==> src/rtl/muldiv_unit.sv <==
// Iterative RV32M multiply/divide unit.
// Multiply uses shift-add into a 64-bit unsigned product. Divide uses the restoring
// method and produces one quotient bit per cycle. Both work on operand magnitudes,
// and the sign is fixed up in a final cycle. Divide-by-zero and signed overflow
// skip the iteration and complete directly.
module muldiv_unit #(
  parameter int XLEN  = 32,
  parameter int CNT_W = 5
) (
  input  logic             clk,
  input  logic             reset,
  input  logic             start,
  input  logic [2:0]       funct3,
  input  logic [XLEN-1:0]  rs1Data,
  input  logic [XLEN-1:0]  rs2Data,
  input  logic [4:0]       rdIn,
  output logic             busy,
  output logic             done,
  output logic [XLEN-1:0]  result,
  output logic [4:0]       rdOut,
  output logic             wrEn
);

  typedef enum logic [1:0] {
    S_IDLE,
    S_CALC,
    S_FIX,
    S_DONE
  } state_t;

  state_t               state_q, state_d;
  logic [2:0]           f3_q, f3_d;
  logic [4:0]           rd_q, rd_d;
  logic [CNT_W-1:0]     cnt_q, cnt_d;
  // Multiply: {hi, lo} where lo starts as the multiplier.
  // Divide: the low half holds the dividend as it shifts into the quotient.
  logic [2*XLEN-1:0]    prod_q, prod_d;
  logic [XLEN-1:0]      opb_q, opb_d;   // multiplicand or divisor magnitude
  logic [XLEN-1:0]      rem_q, rem_d;   // partial remainder
  logic                 sign_q, sign_d; // product / quotient sign
  logic                 rsign_q, rsign_d;
  logic [XLEN-1:0]      result_q, result_d;
  logic                 busy_q, busy_d;
  logic                 done_q, done_d;
  logic                 wr_en_q, wr_en_d;

  // Operand decode and datapath step values
  logic                 a_signed, b_signed, s_a, s_b;
  logic [XLEN-1:0]      mag_a, mag_b;
  logic                 div_zero, div_ovf;
  logic [XLEN:0]        mul_sum;
  logic [XLEN:0]        div_shift;
  logic [XLEN:0]        div_diff;
  logic [2*XLEN-1:0]    prod_fixed;
  logic [XLEN-1:0]      quo_fixed, rem_fixed;
  logic [XLEN-1:0]      fix_res;

  // Operand sign handling, special-case detection and one iteration of each algorithm
  always_comb begin
    a_signed   = (funct3 == 3'b001) || (funct3 == 3'b010) ||
                 (funct3 == 3'b100) || (funct3 == 3'b110);
    b_signed   = (funct3 == 3'b001) || (funct3 == 3'b100) || (funct3 == 3'b110);
    s_a        = a_signed && rs1Data[XLEN-1];
    s_b        = b_signed && rs2Data[XLEN-1];
    mag_a      = s_a ? (XLEN'(0) - rs1Data) : rs1Data;
    mag_b      = s_b ? (XLEN'(0) - rs2Data) : rs2Data;
    div_zero   = funct3[2] && (rs2Data == '0);
    div_ovf    = funct3[2] && !funct3[0] &&
                 (rs1Data == {1'b1, {(XLEN-1){1'b0}}}) && (rs2Data == '1);

    mul_sum    = {1'b0, prod_q[2*XLEN-1:XLEN]} +
                 {1'b0, (prod_q[0] ? opb_q : {XLEN{1'b0}})};
    div_shift  = {rem_q, prod_q[XLEN-1]};
    div_diff   = div_shift - {1'b0, opb_q};

    prod_fixed = sign_q ? ((2*XLEN)'(0) - prod_q) : prod_q;
    quo_fixed  = sign_q ? (XLEN'(0) - prod_q[XLEN-1:0]) : prod_q[XLEN-1:0];
    rem_fixed  = rsign_q ? (XLEN'(0) - rem_q) : rem_q;

    if (f3_q[2])
      fix_res = f3_q[1] ? rem_fixed : quo_fixed;
    else if (f3_q[1:0] == 2'b00)
      fix_res = prod_fixed[XLEN-1:0];
    else
      fix_res = prod_fixed[2*XLEN-1:XLEN];
  end

  // Next-state and next-output logic. Outputs are derived from the next state,
  // so busy/done/wrEn come straight from flops.
  always_comb begin
    state_d  = state_q;
    f3_d     = f3_q;
    rd_d     = rd_q;
    cnt_d    = cnt_q;
    prod_d   = prod_q;
    opb_d    = opb_q;
    rem_d    = rem_q;
    sign_d   = sign_q;
    rsign_d  = rsign_q;
    result_d = result_q;

    unique case (state_q)
      S_IDLE: begin
        if (start) begin
          f3_d    = funct3;
          rd_d    = rdIn;
          cnt_d   = '0;
          sign_d  = s_a ^ s_b;
          rsign_d = s_a;
          rem_d   = '0;
          if (funct3[2]) begin
            prod_d = {{XLEN{1'b0}}, mag_a};
            opb_d  = mag_b;
          end else begin
            prod_d = {{XLEN{1'b0}}, mag_b};
            opb_d  = mag_a;
          end
          if (div_zero) begin
            result_d = funct3[1] ? rs1Data : '1;
            state_d  = S_DONE;
          end else if (div_ovf) begin
            result_d = funct3[1] ? '0 : {1'b1, {(XLEN-1){1'b0}}};
            state_d  = S_DONE;
          end else begin
            state_d  = S_CALC;
          end
        end
      end
      S_CALC: begin
        cnt_d = cnt_q + CNT_W'(1);
        if (f3_q[2]) begin
          if (!div_diff[XLEN]) begin
            rem_d  = div_diff[XLEN-1:0];
            prod_d = {prod_q[2*XLEN-1:XLEN], prod_q[XLEN-2:0], 1'b1};
          end else begin
            rem_d  = div_shift[XLEN-1:0];
            prod_d = {prod_q[2*XLEN-1:XLEN], prod_q[XLEN-2:0], 1'b0};
          end
        end else begin
          prod_d = {mul_sum, prod_q[XLEN-1:1]};
        end
        if (cnt_q == CNT_W'(XLEN-1))
          state_d = S_FIX;
      end
      S_FIX: begin
        result_d = fix_res;
        state_d  = S_DONE;
      end
      S_DONE: begin
        state_d = S_IDLE;
      end
      default: state_d = S_IDLE;
    endcase

    busy_d  = (state_d != S_IDLE);
    done_d  = (state_d == S_DONE);
    wr_en_d = done_d && (rd_d != '0);
  end

  // State and output registers with synchronous active-low reset
  always_ff @(posedge clk) begin
    if (!reset) begin
      state_q  <= S_IDLE;
      f3_q     <= '0;
      rd_q     <= '0;
      cnt_q    <= '0;
      prod_q   <= '0;
      opb_q    <= '0;
      rem_q    <= '0;
      sign_q   <= 1'b0;
      rsign_q  <= 1'b0;
      result_q <= '0;
      busy_q   <= 1'b0;
      done_q   <= 1'b0;
      wr_en_q  <= 1'b0;
    end else begin
      state_q  <= state_d;
      f3_q     <= f3_d;
      rd_q     <= rd_d;
      cnt_q    <= cnt_d;
      prod_q   <= prod_d;
      opb_q    <= opb_d;
      rem_q    <= rem_d;
      sign_q   <= sign_d;
      rsign_q  <= rsign_d;
      result_q <= result_d;
      busy_q   <= busy_d;
      done_q   <= done_d;
      wr_en_q  <= wr_en_d;
    end
  end

  assign busy   = busy_q;
  assign done   = done_q;
  assign wrEn   = wr_en_q;
  assign result = result_q;
  assign rdOut  = rd_q;

endmodule

==> config.mk <==
export PLATFORM = sky130hd
export DESIGN_NAME = muldiv_unit
export DESIGN_NICKNAME = d
export VERILOG_FILES = /design/src/rtl/muldiv_unit.sv
export SDC_FILE = /design/constraint.sdc
export NUM_CORES = 1
export LEC_CHECK = 0
export CORE_MARGIN = 3
export CORE_UTILIZATION = 50
export CTS_CLUSTER_SIZE = 8
export DETAILED_ROUTE_END_ITERATION = 10
export GPL_TIMING_DRIVEN = 0
export HOLD_SLACK_MARGIN = 0.02
export PLACE_DENSITY = 0.7
export SYNTH_ARGS = -nofsm -noshare
export SYNTH_HDL_FRONTEND = slang
export SYNTH_SLANG_ARGS = --single-unit
==> constraint.sdc <==
create_clock -name clk -period 4.8 [get_ports clk]
set_input_delay 1.44 -clock clk [delete_from_list [all_inputs] [get_ports clk]]
set_output_delay 1.44 -clock clk [all_outputs]
set_load 0.01 [all_outputs]
==> Slide: Implementation Results <==
Key Metrics from the Run

Synthesis
  – Top cells, area: dfxtp_1 22%, a21oi_1 6.0%, xnor2_1 5.8%
  – Post-Synth Simple-Gate Area: 0.223
  – Synth Seq Share: 0.225
  – Synth Cell Area: 16000 µm²
  – Yosys chip area: 16000 µm²
  – Main flop type after synthesis: dfxtp_1
  – Synth unique cells: 88

Run status
  – Status: finished with violations
  – Violated checks: setup timing

Finish
  – Biggest Area Class: multi-input combinational cells
  – Clock buffers: 17
  – Flip-flops: 180
  – Clock Network Area Fraction: 0.0313
  – Area Overhead vs Synth: 13.8%
  – Non-clk bufs: 264
  – Final layout net count: 2505
  – Comb/total area: 0.630
  – Commonest Layout Cell: nand2_1

Min path
  – Hold Crit Class: flop to flop

Routing
  – Pre-antenna DRT Iters: 6
  – Antenna-violating nets left: 0
  – Vias: 18400
  – # DRC: 0

Clock tree
  – CTS Sinks: 180
  – TritonCTS clock tree: done
  – Post-CTS Repair Setup Buffers: 0
  – Maximum clock path buffer count: 2
  – Worst-path clk slew: 80 ps

Power and ir drop
  – Leakage power: 7.02 nW
  – Comb pwr share: 0.328
  – Sw Ratio: 0.397

Global routing
  – Gr ovfl total: 0
  – Overall Global Routing Usage: 0.415

Place
  – DP HPWL: 58200 µm

Timing
  – Worst Setup Slack, final: -23.1 ps
  – Final setup violation count: 1
  – Fmax: 207 MHz

Worst setup path
  – CP endpoint kind: flop
  – Worst Path Max Fanout: 10

Floorplanning
  – Chip area: 34200 µm²
  – Well Taps: 396
state kept, by name (all words and copies together) (netlist names):
register  cells
prod_q       64
opb_q        32
rem_q        32
result       32
cnt_q         5
rdOut         5
f3_q          3
state_q       2
busy          1
done          1
rsign_q       1
sign_q        1
wrEn          1
worst max-delay path: stages:
cell and delay (ps):
clkdlybuf4s50_1 570, or4_1 630, nand4b_4 220, or3_1 420
or2_1 290, o32a_1 410, buf_6 170, and2_1 170
buf_6 160, buf_2 220, a31oi_1 320, a21oi_1 120
layer usage:
layer	share of wire	track usage	wire length, µm	up-vias
met5	0.0011	0.0143	77	-
met4	0.055	0.191	3980	4
met3	0.13	0.121	9610	219
met2	0.40	0.600	29300	1249
met1	0.41	0.567	29500	8657
li1	-	-	-	8263
per-stage QoR:
step / cells / worst slack, ps / power [mW] / TNS, ps / hold slack (ps)
after floorplan: 2225 / 710 / 2.54 / 0 / 432
after global placement: 2733 / -369 / 3.06 / -3580 / 442
after detailed placement: 2733 / -374 / 3.07 / -4380 / 450
after CTS: 2765 / 99.9 / 4.46 / 0 / 463
after global routing: 2766 / 6.80 / 4.68 / 0 / 482
final: 2766 / -23.1 / 4.54 / -23.1 / 460
path summary, 6_finish.rpt:
path              slack [ps]                     end               startpoint  cells after the start
setup / recovery         -20  result[8]$_SDFFE_PN0P_              rs1Data[11]                     12
hold / removal           460   opb_q[3]$_SDFFE_PN0P_    opb_q[3]$_SDFFE_PN0P_                      2
setup reg to reg         380  rem_q[25]$_SDFFE_PN0P_  prod_q[31]$_SDFFE_PN0P_                     13
hold reg to reg          460   opb_q[3]$_SDFFE_PN0P_    opb_q[3]$_SDFFE_PN0P_                      2
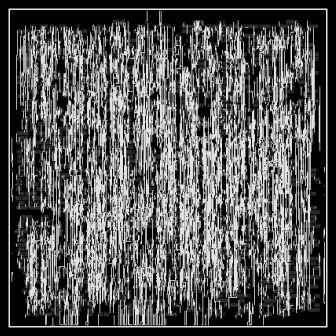
*M2 wires*
longest straight run: 75.5 µm
nets with wire on the layer: 2092
wire length on this layer: 29.3 mm
main direction: vertical

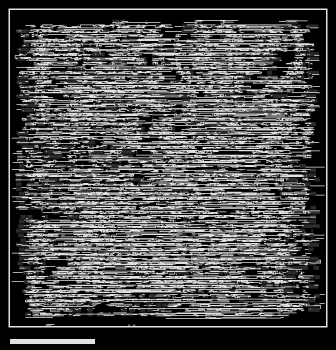
*Metal 1*
Scale bar: 50 µm.
longest straight run: 101 µm
wire length on this layer: 29.5 mm
nets with wire on the layer: 2366
main direction: horizontal
share of all routed wire: 41%

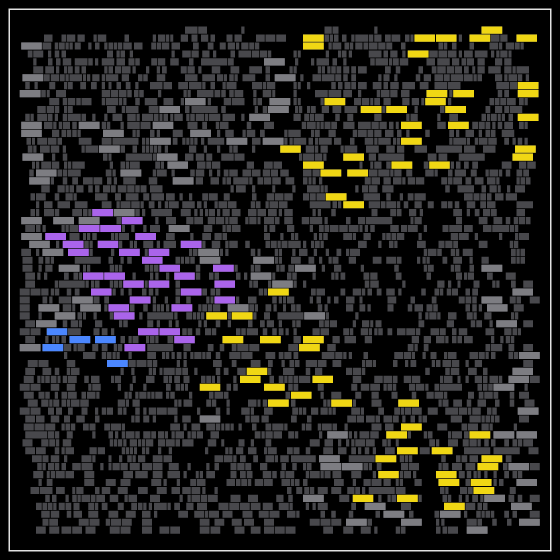
*Sequential cells colored by netlist name*
legend:
  prod_q:
    color: yellow
    sequential_cells: 64
  opb_q:
    color: purple
    sequential_cells: 32
    where: middle left
  cnt_q:
    color: blue
    sequential_cells: 5
    where: middle left
not colored: 79
register area: 3600 µm²
fraction of area in registers: 0.198
Seq. pwr: 1.63 mW
fin util: 0.587

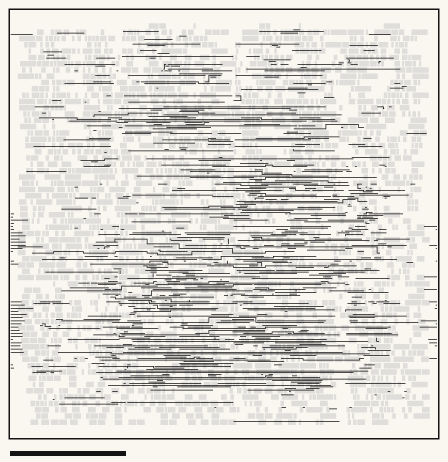
*Signal wires on met3*
Scale bar: 50 µm.
main direction: horizontal
share of all routed wire: 13%
nets with wire on the layer: 493
longest straight run: 114 µm

Power figures rest on the tool's default switching activity, not on a simulated workload.
